File: config.mk
export PLATFORM = sky130hd
export DESIGN_NAME = timer_counter
export DESIGN_NICKNAME = d
export VERILOG_FILES = /design/src/rtl/timer_counter.sv
export SDC_FILE = /design/constraint.sdc
export NUM_CORES = 1
export LEC_CHECK = 0
export CORE_AREA = 2 2 106 108
export CTS_BUF_LIST = sky130_fd_sc_hd__clkbuf_8
export CTS_CLUSTER_SIZE = 24
export DETAILED_ROUTE_END_ITERATION = 16
export DIE_AREA = 0 0 108 110
export GPL_TIMING_DRIVEN = 1
export SLEW_MARGIN = 20
export SYNTH_ARGS = -nofsm -noshare
export SYNTH_HDL_FRONTEND = slang
export SYNTH_SLANG_ARGS = --single-unit
File: constraint.sdc
create_clock -name clk -period 2.3 [get_ports clk]
set_input_delay 0.46 -clock clk [delete_from_list [all_inputs] [get_ports clk]]
set_output_delay 0.46 -clock clk [all_outputs]
set_load 0.01 [all_outputs]
File: src/rtl/timer_counter.sv
// Memory-mapped programmable down-counter with interrupt (one window, T0 or T1).
// Optional TC_COUNT_WRITE_EN makes COUNT (offset 2) directly writable.
module timer_counter (
  input  logic        clk,
  input  logic        reset_n,
  input  logic [1:0]  Addr,
  input  logic        WE,
  input  logic [31:0] Din,
  output logic [31:0] Dout,
  output logic        IRQ
);

  typedef enum logic [1:0] {
    S_IDLE = 2'd0,
    S_LOAD = 2'd1,
    S_CNT  = 2'd2,
    S_INT  = 2'd3
  } state_t;

  state_t      state_q, state_d;
  logic [3:0]  ctrl_q, ctrl_d;
  logic [31:0] preset_q, preset_d;
  logic [31:0] count_q, count_d;
  logic        irq_flag_q, irq_flag_d;

  logic enable;
  logic auto_reload;

  assign enable      = ctrl_q[0];
  assign auto_reload = (ctrl_q[2:1] == 2'b01);

  always_ff @(posedge clk or negedge reset_n) begin
    if (!reset_n) begin
      state_q    <= S_IDLE;
      ctrl_q     <= '0;
      preset_q   <= '0;
      count_q    <= '0;
      irq_flag_q <= 1'b0;
    end else begin
      state_q    <= state_d;
      ctrl_q     <= ctrl_d;
      preset_q   <= preset_d;
      count_q    <= count_d;
      irq_flag_q <= irq_flag_d;
    end
  end

  always_comb begin
    state_d    = state_q;
    ctrl_d     = ctrl_q;
    preset_d   = preset_q;
    count_d    = count_q;
    irq_flag_d = irq_flag_q;

    case (state_q)
      S_IDLE: begin
        if (enable) state_d = S_LOAD;
      end
      S_LOAD: begin
        count_d    = preset_q;
        irq_flag_d = 1'b0;
        state_d    = S_CNT;
      end
      S_CNT: begin
        if (!enable) begin
          state_d = S_IDLE;
        end else if (count_q == '0) begin
          state_d    = S_INT;
          irq_flag_d = 1'b1;
        end else begin
          count_d = count_q - 32'd1;
        end
      end
      S_INT: begin
        if (auto_reload) begin
          state_d = S_LOAD;
        end else begin
          ctrl_d[0] = 1'b0;
          state_d   = S_IDLE;
        end
      end
      default: state_d = S_IDLE;
    endcase

    // CPU writes are applied last so they override FSM updates in the same cycle.
    if (WE) begin
      case (Addr)
        2'd0: begin
          ctrl_d     = Din[3:0];
          irq_flag_d = 1'b0;
        end
        2'd1: preset_d = Din;
`ifdef TC_COUNT_WRITE_EN
        2'd2: count_d = Din;
`endif
        default: ;
      endcase
    end
  end

  always_comb begin
    Dout = '0;
    case (Addr)
      2'd0:    Dout = {28'd0, ctrl_q};
      2'd1:    Dout = preset_q;
      2'd2:    Dout = count_q;
      default: Dout = '0;
    endcase
  end

  assign IRQ = ctrl_q[3] & irq_flag_q;

endmodule

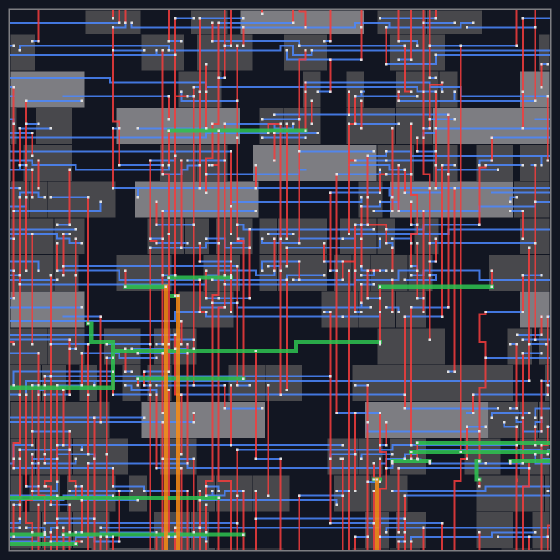
Fig. 1. A small window of the routed layout.
Region (34, 57) to (74, 97) microns. Cells in grey, sequential cells in the stronger grey; small squares are vias.
- met1: blue
- met2: red
- met4: orange
- met3: green
- cells with their middle in the window: 111
- most frequent: buf_4 (17), nand2_1 (12), dfrtp_1 (10)
- netlist names of flops here include: `count_q` (8), `preset_q` (2)
- sequential cells in the window: 10

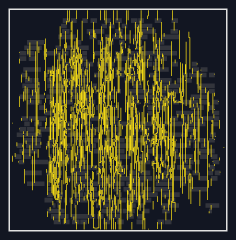
Fig. 2. Signal wires on met2.
(2 px per micron) Cells faint in the background.
- wire length on this layer: 5,970 microns
- longest straight run: 53.7 microns
- nets with wire on the layer: 491
- share of all routed wire: 47%
via count: 3,887
grt met2 use: 35.2%
Routed WL: 12.6 mm

==> Slide: Implementation Results <==
Key Metrics from the Run

Die
  • Pre-Place Util: 39.5%
  • Die width: 108 microns
  • Chip Area: 11,900 sq um
  • I/O Pins: 70

Final layout
  • Diodes inserted: 0
  • Nets: 580

Outcome
  • Outcome: finished clean

Synthesis
  • Post-synth ARST share: 100%
  • Syn. warnings: 0
  • Post-synth EDFFs: 0

Drt
  • DRC: 0
  • Wirelength per Cell: 18.5 microns

Power
  • Leakage: 0.00243 uW

STA
  • Slew at the pin closest to its max-slew limit: 0.575 ns

CTS
  • CTS clk-pin slew, worst paths: 0.07 ns

Worst setup path
  • Crit path cell chain: clkdlybuf4s15_2 -> nor2b_4 -> buf_12 -> a22o_1 -> clkdlybuf4s50_1
  • Critical Path Source: Addr[1]
  • Endpoint type of the worst setup path: primary output
  • Worst path arrival time: 1.77 ns

Global route
  • Largest net degree at the start of global routing: 72

Place
  • Buffers on Ports: 69
==> logic make-up after synthesis <==
kind of cell | share of synthesized area [%]
AND-OR/OR-AND | 21.1
AND/OR/NAND/NOR | 17.8
adder cells (fa/ha/maj) | 1.78
multiplexers | 12.6
flip-flops | 42.1
XOR/XNOR | 0.207
buffers and inverters | 4.35
==> where the power goes <==
group	total, uW	switching [uW]	internal, uW
Sequential	2230	540	1690
Combinational	3200	1650	1550
Clock	1070	488	583
==> sequential cells by signal, indices dropped and copies added, names as in the netlist <==
signal / flops
ctrl_q: 4
count_q: 32
preset_q: 32
state_q: 2
irq_flag_q: 1
==> what timing repair did <==
| item | 4_1_cts | 5_1_grt |
|---|---|---|
| gates resized | 44 | 5 |
| endpoints found under the hold margin | 0 | 0 |
| gates cloned | 4 | 0 |
| endpoints found under the setup margin | 35 | 24 |
| pin swaps | 0 | 2 |
| buffers inserted | 3 | 5 |
==> worst paths after layout <==
| kind | end | slack (ns) | cells past startpoint |
|---|---|---|---|
| setup / recovery | Dout[29] | 0.07 | 5 |
| setup reg to reg | count_q[3] | 0.14 | 9 |
| hold / removal | preset_q[5] | 0.13 | 2 |
| max in group asynchronous | count_q[28] | 1.86 | 2 |
| hold reg to reg | preset_q[25] | 0.54 | 1 |
| min in group clk | preset_q[25] | 0.54 | 1 |
==> synthesized netlist by cell type (8+ instances only) <==
library cell and n:
a211oi_1 8, a21oi_1 15, a22o_1 28, clkbuf_1 19, dfrtp_1 71, inv_1 11, mux2_2 34, mux2i_1 15
nand2_1 35, nand3_1 11, nor2_1 17, nor3_1 15, nor4_1 8, o21ai_0 20
==> stage by stage <==
| stage | power (uW) | hold slack (ns) | cell area [sq um] |
|---|---|---|---|
| 2_1_floorplan | 4090 | 0.164 | 4220 |
| 3_3_place_gp | 5320 | 0.513 | 5400 |
| 3_5_place_dp | 5380 | 0.527 | 5400 |
| 4_1_cts | 6430 | 0.145 | 5700 |
| 5_1_grt | 6950 | 0.142 | 5770 |
| 6_report | 6500 | 0.132 | 5770 |
==> layout make-up <==
| class | count | area share (%) |
|---|---|---|
| clock inverters | 4 | 0.759 |
| clock buffers | 12 | 2.86 |
| inverters | 11 | 0.716 |
| well taps | 140 | 3.04 |
| flip-flops and latches | 71 | 30.8 |
| repair buffers | 136 | 21.9 |
| multi-input cells | 308 | 39.9 |
==> layout by cell type (no fill, tap or decap), drive strengths merged, types with 11 or more instances in the layout <==
cell type / netlist / final
dfrtp: 71 / 71
buf: 14 / 67
clkdlybuf4s50: 0 / 39
nand2: 35 / 35
mux2: 34 / 34
a22o: 28 / 28
dlygate4sd2: 0 / 27
o21ai: 21 / 21
nor2: 17 / 17
nor3: 16 / 16
mux2i: 15 / 15
a21oi: 15 / 15
nor4: 13 / 13
inv: 11 / 12
clkbuf: 19 / 12
nand3: 11 / 11
==> routing by layer <==
metal  global-route usage (%)  vias up  wire length, microns
met5                        0        -                     0
met4                     8.06        0                   229
met3                     4.23       18                   751
met2                     35.2      131                  5970
met1                     30.8     1892                  5670
li1                         -     1846                     -
No activity file was given, so power comes from the tool's default toggle rates.
